**src/rtl/execute_stage.sv**
```systemverilog
// execute_stage: RV32I ALU/branch/jump resolution with a shift-add MUL FSM and the execute->memory register
module execute_stage #(
  parameter int WIDTH = 32
) (
  input  logic             clk,
  input  logic             rst,
  input  logic             RegWriteE,
  input  logic             MemWriteE,
  input  logic             JumpE,
  input  logic             BranchE,
  input  logic             ALUSrcE,
  input  logic             JumpRegE,
  input  logic [1:0]       ResultSrcE,
  input  logic [3:0]       ALUControlE,
  input  logic [2:0]       BranchTypeE,
  input  logic [WIDTH-1:0] RD1E,
  input  logic [WIDTH-1:0] RD2E,
  input  logic [WIDTH-1:0] ImmExtE,
  input  logic [WIDTH-1:0] PCE,
  input  logic [WIDTH-1:0] PCPlus4E,
  input  logic [4:0]       RdE,
  output logic             PCSrcE,
  output logic [WIDTH-1:0] PCTargetE,
  output logic             BusyE,
  output logic             RegWriteM,
  output logic             MemWriteM,
  output logic [1:0]       ResultSrcM,
  output logic [WIDTH-1:0] ALUResultM,
  output logic [WIDTH-1:0] WriteDataM,
  output logic [WIDTH-1:0] PCPlus4M,
  output logic [4:0]       RdM
);
  typedef enum logic [1:0] {IDLE, MUL, DONE} state_t;
  state_t state, stateNext;
  logic [4:0] cnt;
  logic [WIDTH-1:0] acc, mcand, mplier, srcB, aluResult, jalrSum;
  logic isMul, eq, lt, ltu, cond;
  assign srcB = ALUSrcE ? ImmExtE : RD2E;
  assign isMul = ALUControlE == 4'b1111;
  always_comb begin
    case (ALUControlE)
      4'b0000: aluResult = RD1E + srcB;
      4'b0001: aluResult = RD1E - srcB;
      4'b0010: aluResult = RD1E & srcB;
      4'b0011: aluResult = RD1E | srcB;
      4'b0100: aluResult = RD1E ^ srcB;
      4'b0101: aluResult = {{(WIDTH-1){1'b0}}, $signed(RD1E) < $signed(srcB)};
      4'b0110: aluResult = {{(WIDTH-1){1'b0}}, RD1E < srcB};
      4'b0111: aluResult = RD1E << srcB[4:0];
      4'b1000: aluResult = RD1E >> srcB[4:0];
      4'b1001: aluResult = $signed(RD1E) >>> srcB[4:0];
      4'b1010: aluResult = srcB;
      default: aluResult = '0;
    endcase
  end
  assign eq = RD1E == RD2E;
  assign lt = $signed(RD1E) < $signed(RD2E);
  assign ltu = RD1E < RD2E;
  always_comb begin
    case (BranchTypeE)
      3'b000:  cond = eq;
      3'b001:  cond = !eq;
      3'b100:  cond = lt;
      3'b101:  cond = !lt;
      3'b110:  cond = ltu;
      3'b111:  cond = !ltu;
      default: cond = 1'b0;
    endcase
  end
  assign PCSrcE = JumpE | (BranchE & cond);
  assign jalrSum = RD1E + ImmExtE;
  assign PCTargetE = JumpRegE ? {jalrSum[WIDTH-1:1], 1'b0} : PCE + ImmExtE;
  assign BusyE = (state == IDLE && isMul) || state == MUL;
  always_comb begin
    stateNext = state;
    case (state)
      IDLE:    stateNext = isMul ? MUL : IDLE;
      MUL:     stateNext = cnt == 5'd31 ? DONE : MUL;
      default: stateNext = IDLE;
    endcase
  end
  always_ff @(posedge clk) state <= rst ? IDLE : stateNext;
  always_ff @(posedge clk) begin
    if (rst) begin
      cnt <= '0;
      acc <= '0;
      mcand <= '0;
      mplier <= '0;
    end else if (state == IDLE && isMul) begin
      cnt <= '0;
      acc <= '0;
      mcand <= RD1E;
      mplier <= srcB;
    end else if (state == MUL) begin
      cnt <= cnt + 5'd1;
      acc <= acc + (mplier[0] ? mcand : '0);
      mcand <= mcand << 1;
      mplier <= mplier >> 1;
    end
  end
  // A stalled MUL sends bubbles downstream; the product leaves from DONE
  always_ff @(posedge clk) begin
    if (rst || BusyE) begin
      RegWriteM <= 1'b0;
      MemWriteM <= 1'b0;
      ResultSrcM <= '0;
      ALUResultM <= '0;
      WriteDataM <= '0;
      PCPlus4M <= '0;
      RdM <= '0;
    end else begin
      RegWriteM <= RegWriteE;
      MemWriteM <= MemWriteE;
      ResultSrcM <= ResultSrcE;
      ALUResultM <= state == DONE ? acc : aluResult;
      WriteDataM <= RD2E;
      PCPlus4M <= PCPlus4E;
      RdM <= RdE;
    end
  end
endmodule

```
**config.mk**
```make
export PLATFORM = sky130hd
export DESIGN_NAME = execute_stage
export DESIGN_NICKNAME = d
export VERILOG_FILES = /design/src/rtl/execute_stage.sv
export SDC_FILE = /design/constraint.sdc
export NUM_CORES = 1
export LEC_CHECK = 0
export ABC_AREA = 1
export CAP_MARGIN = 20
export CORE_ASPECT_RATIO = 1.25
export CORE_MARGIN = 1.5
export CORE_UTILIZATION = 25
export CTS_BUF_LIST = sky130_fd_sc_hd__clkbuf_16
export CTS_CLUSTER_DIAMETER = 40
export DETAILED_ROUTE_END_ITERATION = 10
export HOLD_SLACK_MARGIN = 0.08
export PLACE_DENSITY_LB_ADDON = 0.2
export SLEW_MARGIN = 5
export SYNTH_ARGS = -nofsm -noshare
export SYNTH_HDL_FRONTEND = slang
export SYNTH_SLANG_ARGS = --single-unit
```
**constraint.sdc**
```tcl
create_clock -name clk -period 3.42 [get_ports clk]
set_input_delay 0.684 -clock clk [delete_from_list [all_inputs] [get_ports clk]]
set_output_delay 0.684 -clock clk [all_outputs]
set_load 0.1 [all_outputs]
```
**Metal 1**

Supply wires on this layer in gray.
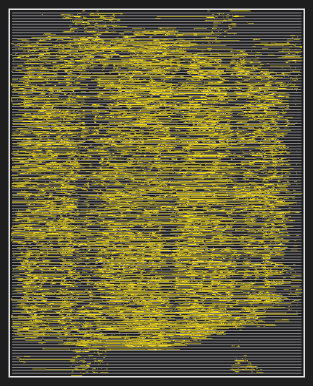
nets with wire on the layer: 5,424
share of all routed wire: 39%
longest straight run: 91.1 um

**Routed metal, one color a layer**

Only two layers are drawn.
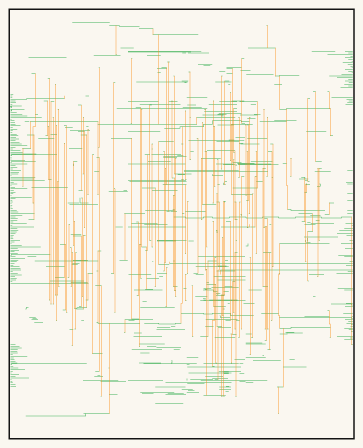
[metal 3] green | wire length: 6,890 um
[metal 4] orange | wire length: 11,500 um
via count: 33,600
wire length per cell after detailed routing: 21.9 um

==> report_power, final <==
group	switching (mW)	internal (mW)
Clock	1.69	3.09
Combinational	4.53	2.91
Sequential	0.0445	2.54
Total	6.26	8.55
==> sequential cells by signal, summed over array words and instances, names as in the netlist <==
register and flops:
state 2, mcand 32, RdM 5, cnt 5
RegWriteM 1, acc 32, ALUResultM 32, ResultSrcM 2
PCPlus4M 32, WriteDataM 32, MemWriteM 1, mplier 32
==> worst register-to-register path: cells and delay by family, from the launching register on <==
family / cells / cell delay [ns]
adder cells (fa/ha/maj): 2 / 0.62
flip-flops: 1 / 0.43
buffers and inverters: 4 / 0.24
AND-OR/OR-AND: 2 / 0.51
AND/OR/NAND/NOR: 9 / 1.16
==> how the worst min path moves through the flow <==
| stage | from | end | depth (start not counted) |
|---|---|---|---|
| floorplan | cnt[4] | cnt[4] | 2 |
| global placement | cnt[4] | cnt[4] | 2 |
| detailed placement | cnt[4] | cnt[4] | 2 |
| CTS | RD2E[17] | WriteDataM[17] | 4 |
| global route | RD2E[6] | WriteDataM[6] | 3 |
| finish | RD2E[6] | WriteDataM[6] | 3 |
==> layout make-up <==
class                           instances  share of cell area, %
Multi-Input combinational cell       3268                   48.2
Timing Repair Buffer                 1376                   28.2
Tap cell                             1290                   3.95
Clock inverter                         39                   1.19
Sequential cell                       208                   10.2
Inverter                              582                   5.39
Antenna cell                            2                 0.0123
Clock buffer                           46                   2.82
==> layer usage <==
layer  vias to the layer above  track usage (%)  part of all wire [%]
li1                      16500                -                     -
met1                     15700             32.5                    39
met2                      1047             52.6                    49
met3                       334             3.39                   4.6
met4                         8             19.6                   7.7
met5                         -                0                 0.041
==> repair_timing <==
action                                  CTS  global route
pin swaps                               138           124
endpoints found under the setup margin   30            37
gates cloned                              0             0
gates resized                           709           264
buffers inserted                         50            22
==> out/notes.md <==
- **portion of the post-synthesis area used by sequential elements** 17.2%
- **cell family with the largest share of critical-path delay** simple AND/OR/NAND/NOR gates
- **number of logic stages on the critical path including buffering** 16
- **Arr. time, crit path** 2.77 ns
- **insertion delay of the later-clocked pin in the worst-skew pair** 0.62 ns
- **violations in the final reports** negative setup slack
- **dominant cell by count in the synthesized netlist** nand2_1
- **wire length of the first global-routing pass** 213 mm
- **cell area after synthesis** 24,200 um^2
- **post-route worst setup slack** -0.0321 ns
- **power per cell area** 363 nW/um^2
- **initial antenna violation count** 6
- **number of flops mapped to enable cells by yosys** 0
- **Reg2Reg Capture Point** acc[30]
- **post-detailed-routing wire length** 149 mm
- **share of the clock period used by the worst path after layout** 101%
- **chip height** 351 um
- **status** finished with violations
- **clk root buf** clkbuf_16
- **total clock sinks** 208
- **total die size** 98,800 um^2
- **share of flip-flops with an asynchronous set or reset after synthesis** 0%
- **Fmax** 290 MHz
- **R2R depth** 17
- **Top non-seq family** simple AND/OR/NAND/NOR gates
- **floorplan row count** 127
- **tally of filler cells in the layout** 10,400
- **area growth from synthesis to layout** 68.6%
- **Register-to-Register Setup Slack** 0.38 ns
- **Setup Viol. Count Final** 3
- **gate count of the mapped netlist** 4,222
- **synthesis area per yosys** 24,200 um^2
- **ys flop type** dfxtp_1
- **core footprint** 96,000 um^2
- **final instance area** 40,800 um^2
- **Worst Setup Slack post-DPL** -1.07 ns
- **CTS Buf Count** 46
- **Inst Count DP** 6,664
- **cts hold-fix bufs** 0
- **FF+latch area** 4160 um^2
- **logic area** 19,700 um^2
- **Yosys Instances** 4,222
- **Synth Area in Simple Gates** 38.3%
Power figures rest on the tool's default switching activity, not on a simulated workload.
